<file path="src/rtl/alu_pipe_pkg.sv">
// alu_pipe_pkg: shared definitions for the registered ALU.
// Holds the operation encodings, the flag bit positions inside {N,Z,C,V},
// the FSM state encoding and a small helper that packs the four flag bits.
package alu_pipe_pkg;

  typedef enum logic [2:0] {
    OP_ADD = 3'd0,
    OP_SUB = 3'd1,
    OP_AND = 3'd2,
    OP_OR  = 3'd3,
    OP_XOR = 3'd4,
    OP_SHL = 3'd5,
    OP_SHR = 3'd6,
    OP_MUL = 3'd7
  } op_e;

  localparam int FLAG_N = 3;
  localparam int FLAG_Z = 2;
  localparam int FLAG_C = 1;
  localparam int FLAG_V = 0;

  typedef enum logic {
    ST_IDLE     = 1'b0,
    ST_MUL_BUSY = 1'b1
  } state_e;

  function automatic logic [3:0] packFlags(input logic n, input logic z,
                                           input logic c, input logic v);
    logic [3:0] f;
    f         = '0;
    f[FLAG_N] = n;
    f[FLAG_Z] = z;
    f[FLAG_C] = c;
    f[FLAG_V] = v;
    return f;
  endfunction

endpackage

</file>
<file path="src/rtl/alu_pipe_mul.sv">
// alu_pipe_mul: iterative shift-add unsigned multiplier.
// A start pulse latches the operands; the product is built one multiplier bit
// per cycle over WIDTH cycles, and done pulses for one cycle once the full
// 2*WIDTH product is sitting in the accumulator.
module alu_pipe_mul #(
  parameter int WIDTH = 8
) (
  input  logic               clk,
  input  logic               rst_n,
  input  logic               start_i,
  input  logic [WIDTH-1:0]   a_i,
  input  logic [WIDTH-1:0]   b_i,
  output logic               done_o,
  output logic [2*WIDTH-1:0] product_o
);

  localparam int CW = $clog2(WIDTH);

  logic               busy_q;
  logic               done_q;
  logic [CW-1:0]      count_q;
  logic [2*WIDTH-1:0] mcand_q;
  logic [WIDTH-1:0]   mplier_q;
  logic [2*WIDTH-1:0] acc_q;
  logic [2*WIDTH-1:0] acc_d;

  // Add the shifted multiplicand when the current multiplier bit is set
  always_comb begin
    acc_d = acc_q;
    if (mplier_q[0]) begin
      acc_d = acc_q + mcand_q;
    end
  end

  // Latch operands on start, then perform one shift-add step per cycle
  always_ff @(posedge clk or negedge rst_n) begin
    if (!rst_n) begin
      busy_q   <= 1'b0;
      done_q   <= 1'b0;
      count_q  <= '0;
      mcand_q  <= '0;
      mplier_q <= '0;
      acc_q    <= '0;
    end else begin
      done_q <= 1'b0;
      if (start_i) begin
        mcand_q  <= {{WIDTH{1'b0}}, a_i};
        mplier_q <= b_i;
        acc_q    <= '0;
        count_q  <= '0;
        busy_q   <= 1'b1;
      end else if (busy_q) begin
        acc_q    <= acc_d;
        mcand_q  <= mcand_q << 1;
        mplier_q <= mplier_q >> 1;
        count_q  <= count_q + 1'b1;
        if (count_q == CW'(WIDTH - 1)) begin
          busy_q <= 1'b0;
          done_q <= 1'b1;
        end
      end
    end
  end

  assign done_o    = done_q;
  assign product_o = acc_q;

endmodule

</file>
<file path="src/rtl/alu_pipe.sv">
// alu_pipe: registered ALU with valid/ready handshakes and {N,Z,C,V} flags.
// Ops 0..6 complete in one cycle. With ALU_PIPE_MUL_EN defined, op 7 runs
// on the iterative multiplier (WIDTH+1 cycles); without it, op 7 returns
// zero with the V flag set to mark it as unsupported.
module alu_pipe
  import alu_pipe_pkg::*;
#(
  parameter int WIDTH = 8
) (
  input  logic             clk,
  input  logic             rst_n,
  input  logic             inValid,
  output logic             inReady,
  input  logic [WIDTH-1:0] operandA,
  input  logic [WIDTH-1:0] operandB,
  input  logic [2:0]       operation,
  output logic             outValid,
  input  logic             outReady,
  output logic [WIDTH-1:0] result,
  output logic [3:0]       flags
);

  localparam int SHW = $clog2(WIDTH);

  state_e           state_q;
  logic             outValid_q;
  logic [WIDTH-1:0] result_q;
  logic [3:0]       flags_q;

  logic             accept;
  logic [WIDTH:0]   sum;
  logic [WIDTH:0]   diff;
  logic [WIDTH:0]   shlWide;
  logic [WIDTH:0]   shrWide;
  logic [SHW-1:0]   shamt;
  logic [WIDTH-1:0] aluRes;
  logic             aluC;
  logic             aluV;
  logic [3:0]       aluFlags;

  assign inReady = (state_q == ST_IDLE) & (~outValid_q | outReady);
  assign accept  = inValid & inReady;

  // Single-cycle operation decode; carry/borrow come from a WIDTH+1-bit sum
  always_comb begin
    sum     = {1'b0, operandA} + {1'b0, operandB};
    diff    = {1'b0, operandA} - {1'b0, operandB};
    shamt   = operandB[SHW-1:0];
    shlWide = {1'b0, operandA} << shamt;
    shrWide = {operandA, 1'b0} >> shamt;
    aluRes  = '0;
    aluC    = 1'b0;
    aluV    = 1'b0;
    case (op_e'(operation))
      OP_ADD: begin
        aluRes = sum[WIDTH-1:0];
        aluC   = sum[WIDTH];
        aluV   = (operandA[WIDTH-1] == operandB[WIDTH-1]) &&
                 (sum[WIDTH-1] != operandA[WIDTH-1]);
      end
      OP_SUB: begin
        aluRes = diff[WIDTH-1:0];
        aluC   = diff[WIDTH];
        aluV   = (operandA[WIDTH-1] != operandB[WIDTH-1]) &&
                 (diff[WIDTH-1] != operandA[WIDTH-1]);
      end
      OP_AND: aluRes = operandA & operandB;
      OP_OR:  aluRes = operandA | operandB;
      OP_XOR: aluRes = operandA ^ operandB;
      OP_SHL: begin
        aluRes = shlWide[WIDTH-1:0];
        aluC   = shlWide[WIDTH];
      end
      OP_SHR: begin
        aluRes = shrWide[WIDTH:1];
        aluC   = shrWide[0];
      end
      OP_MUL: begin
`ifndef ALU_PIPE_MUL_EN
        aluV = 1'b1;
`endif
      end
      default: aluRes = '0;
    endcase
    aluFlags = packFlags(aluRes[WIDTH-1], aluRes == '0, aluC, aluV);
  end

`ifdef ALU_PIPE_MUL_EN
  logic               mulStart;
  logic               mulDone;
  logic [2*WIDTH-1:0] mulProduct;
  logic [3:0]         mulFlags;

  assign mulStart = accept && (operation == OP_MUL);
  assign mulFlags = packFlags(mulProduct[WIDTH-1],
                              mulProduct[WIDTH-1:0] == '0,
                              |mulProduct[2*WIDTH-1:WIDTH],
                              1'b0);

  alu_pipe_mul #(
    .WIDTH(WIDTH)
  ) u_mul (
    .clk      (clk),
    .rst_n    (rst_n),
    .start_i  (mulStart),
    .a_i      (operandA),
    .b_i      (operandB),
    .done_o   (mulDone),
    .product_o(mulProduct)
  );
`endif

  // Control FSM and output register: drain, accept, and load results
  always_ff @(posedge clk or negedge rst_n) begin
    if (!rst_n) begin
      state_q    <= ST_IDLE;
      outValid_q <= 1'b0;
      result_q   <= '0;
      flags_q    <= '0;
    end else begin
      if (outValid_q && outReady) begin
        outValid_q <= 1'b0;
      end
      case (state_q)
        ST_IDLE: begin
          if (accept) begin
`ifdef ALU_PIPE_MUL_EN
            if (operation == OP_MUL) begin
              state_q <= ST_MUL_BUSY;
            end else begin
              result_q   <= aluRes;
              flags_q    <= aluFlags;
              outValid_q <= 1'b1;
            end
`else
            result_q   <= aluRes;
            flags_q    <= aluFlags;
            outValid_q <= 1'b1;
`endif
          end
        end
        ST_MUL_BUSY: begin
`ifdef ALU_PIPE_MUL_EN
          if (mulDone) begin
            result_q   <= mulProduct[WIDTH-1:0];
            flags_q    <= mulFlags;
            outValid_q <= 1'b1;
            state_q    <= ST_IDLE;
          end
`else
          state_q <= ST_IDLE;
`endif
        end
        default: state_q <= ST_IDLE;
      endcase
    end
  end

  assign outValid = outValid_q;
  assign result   = result_q;
  assign flags    = flags_q;

endmodule
</file>
<file path="config.mk">
export PLATFORM = sky130hd
export DESIGN_NAME = alu_pipe
export DESIGN_NICKNAME = d
export VERILOG_FILES = /design/src/rtl/alu_pipe_pkg.sv /design/src/rtl/alu_pipe_mul.sv /design/src/rtl/alu_pipe.sv
export SDC_FILE = /design/constraint.sdc
export NUM_CORES = 1
export LEC_CHECK = 0
export CORE_MARGIN = 1.5
export CORE_UTILIZATION = 50
export CTS_BUF_LIST = sky130_fd_sc_hd__clkbuf_4
export DETAILED_ROUTE_END_ITERATION = 7
export GPL_TIMING_DRIVEN = 0
export PLACE_DENSITY = 0.74
export RECOVER_POWER = 50
export SLEW_MARGIN = 20
export SYNTH_ARGS = -nofsm -noshare
export SYNTH_HDL_FRONTEND = slang
export SYNTH_HIERARCHICAL = 1
export SYNTH_SLANG_ARGS = --single-unit
export TNS_END_PERCENT = 1
</file>
<file path="constraint.sdc">
create_clock -name clk -period 2.2 [get_ports clk]
set_clock_uncertainty 0.2 [all_clocks]
set_input_delay 0.66 -clock clk [delete_from_list [all_inputs] [get_ports clk]]
set_output_delay 0.66 -clock clk [all_outputs]
set_load 0.03 [all_outputs]
</file>
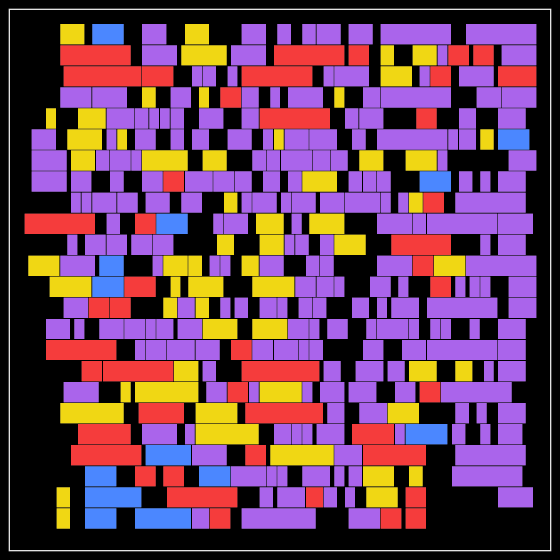
drive_strength.png
drive 6 and up: in blue, cells 13, most used buf_6. drive 1 or less: in purple, cells 219, most used nand2_1. drive 3 to 4: in red, cells 45, most used buf_4. drive 2: in yellow, cells 57, most used buf_2.
Layout area overhead: 41.86%
number of non-clock buffers in the layout: 69
Worst Setup Slack, final: -516.3 ps
fin area: 3163 µm²

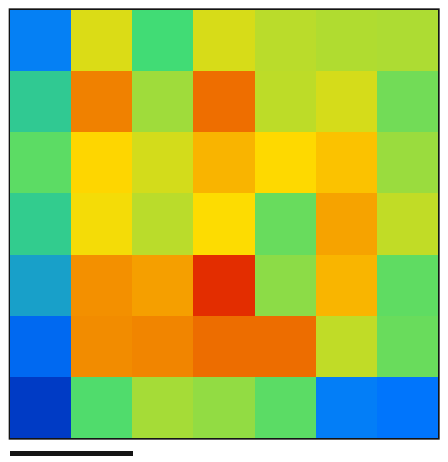
density.png
Bar = 20 µm. The die is cut into 7 by 7 equal tiles; dark blue is low, red is high, 0 to 100% covered.
31% of the tiles are over 75% full. The mean over all tiles is 64%. The fullest tile reaches 95%.

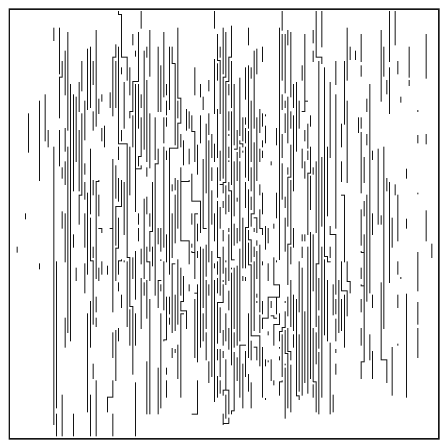
met2.png
The wires run mostly vertical. 325 nets have wire on it.

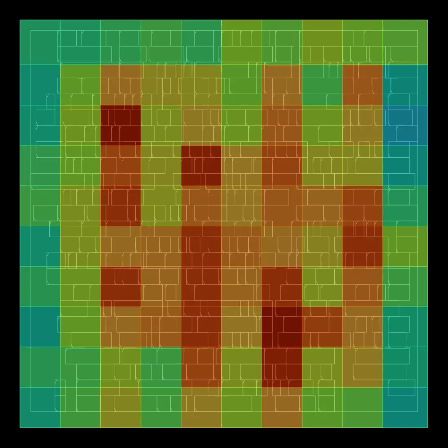
final_congestion.png
end-of-flow core utilization: 73.15%
met3 GRT Util: 2.471%
Top Usage Layer GRT: met2

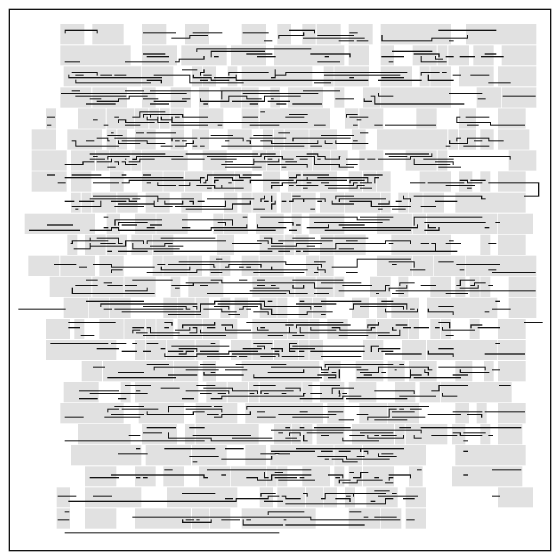
met1.png
The wires run mostly horizontal. The layer carries 2820 µm of wire. The longest straight run is 27.6 µm. The layer holds 42% of the routed length.
WL final: 6.717 mm
Global Route met1 Usage: 35.54%
DR vias: 2368

[what timing repair did]
item / in CTS / in global routing
endpoints found under the setup margin: 13 / 16
buffers inserted: 16 / 1
pin swaps: 32 / 6
gates cloned: 0 / 0
gates resized: 123 / 17
[area by class of cell]
type / count / area [µm²] / area share [%]
flip-flops and latches: 12 / 300.3 / 9.494
inverters: 25 / 118.9 / 3.758
clock buffers: 3 / 22.52 / 0.7120
multi-input cells: 225 / 2044 / 64.64
plain buffers: 17 / 121.4 / 3.837
well taps: 52 / 65.06 / 2.057
repair buffers: 52 / 490.5 / 15.51
[cell families after synthesis]
logic type | count (synthesis) | synth area share (%)
and+or+nand+nor | 89 | 19.98
AOI/OAI and AO/OA | 82 | 27.44
buffers and inverters | 44 | 9.091
adders and majority gates | 27 | 15.82
muxes | 20 | 11.45
DFF | 12 | 13.47
xor gates and xnor gates | 7 | 2.750
[synthesized netlist by cell type, drive strengths merged, types with 3 or more instances]
cell and n:
a2111oi 3, a211oi 7, a21o 3, a21oi 16
a221oi 3, buf 16, clkbuf 3, clkinv 3
dfrtp 12, ha 25, inv 22, mux2 8
mux2i 9, mux4 3, nand2 26, nand2b 6
nand3 10, nand4 5, nor2 19, nor2b 4
nor3 6, nor4 4, o21ai 12, o21bai 4
o221ai 4, o22ai 6, xnor2 5
[where the power goes]
part | internal, µW | switching [µW]
Combinational | 368 | 448
Sequential | 256 | 17.1
Clock | 63.1 | 63.6
[sequential cells by signal (all words and copies together), names as in the netlist]
signal and flops:
result 7, flags 4, outValid 1
[worst reg2reg max path, delay by kind of cell, from the launching register on]
kind | cells | cell delay [ps]
buf+inv | 1 | 220
simple gates | 4 | 530
compound gates | 3 | 760
flops | 1 | 410
[through the flow]
stage               instances  hold slack [ps]  area, µm²  setup TNS [ps]  setup slack [ps]
global route              386            314.7       3163           -4035            -583.5
CTS                       385            279.2       3112           -2835            -498.3
floorplan                 281            164.4       2322           -2676            -508.5
global placement          368            258.4       2738          -14890             -1660
finish                    386            275.6       3163           -3227            -516.3
detailed placement        368            262.9       2738          -15270             -1700
[layer usage]
layer	GRT usage, %	share of wire, %	vias to the layer above
li1	-	-	1139
met1	35.54	42	1131
met2	50.37	51	86
met3	2.471	5.7	12
met4	8.761	1.7	0
met5	0	0	-
[worst paths after layout]
path / end / slack (ps)
worst max-delay path: flags[2] / -520
worst min-delay path: result[4] / 280
worst max register to register: flags[2] / 30
worst min register to register: result[4] / 280
max in group asynchronous: result[6] / 830
min in group asynchronous: flags[1] / 610
==> results.py <==
# Flow results
metrics = {
    "final_layout": {
        "fillers": 362,
        "final_layout_top_logic_cell": "nand2_1",
        "layout_top_cells": "nand2_1, buf_4, nor2_1",
    },
    "synth": {
        "synth_area_leader_cell": "ha_1",
        "edf_count": 0,
        "synth_area_um2": 2230,
        "yosysSeqAreaShare_pct": 13.47,
        "ys.flops": 12,
        "ys_types": 67,
    },
    "worst_hold_path": {
        "hp-class": "flop to flop",
        "min-delay-start": "result[4]",
    },
    "die": {
        "core_um2": 4324,
        "ios": 37,
        "rows": 24,
    },
    "global_route": {
        "grt_pass1_wl_mm": 11.22,
        "grt_max_degree": 13,
        "track_usage_pct": 28.14,
        "antenna_found_initial": 0,
    },
    "status": {
        "status": "finished with violations",
        "violations": "negative setup slack",
    },
    "critical_path": {
        "max_stage_delay_ps": 400,
        "cp_cell_sequence": "buf_12, ha_4, fa_2, or3b_4, a21oi_2, o21a_1, a2111oi_4, nand3_2, nor4_4, a32o_2",
        "crit_path_start": "operandA[0]",
        "critPathBufInv": 1,
        "critical-path-top-delay-family": "AND-OR/OR-AND gates",
    },
    "clock_network": {
        "hold_buffers": 0,
        "cts_tree": "yes",
        "clk_path_buf_depth": 2,
        "root_buffer": "clkbuf_4",
    },
    "placed_design": {
        "gp_congestion": 0.9436,
        "portBuffers": 35,
        "dp_hpwl_mm": 5.014,
    },
    "final_timing": {
        "drv_slew": 0,
        "relSlewSlack_pct": 64.32,
        "finalSetupViolCount": 10,
        "hold_viol_final": 0,
        "setup_ws_ps": -516.3,
    },
    "pwr": {
        "p_total_uw": 1216,
    },
    "route": {
        "drcViolationCount": 0,
        "drtPass1Iterations": 4,
        "vias_per_cell": 6.135,
        "drt_iter0_drc": 166,
        "avgRoutedWirePerCell_um": 17.40,
        "route.antenna.remaining_nets": 0,
    },
}
Power and IR drop assume default switching activity.
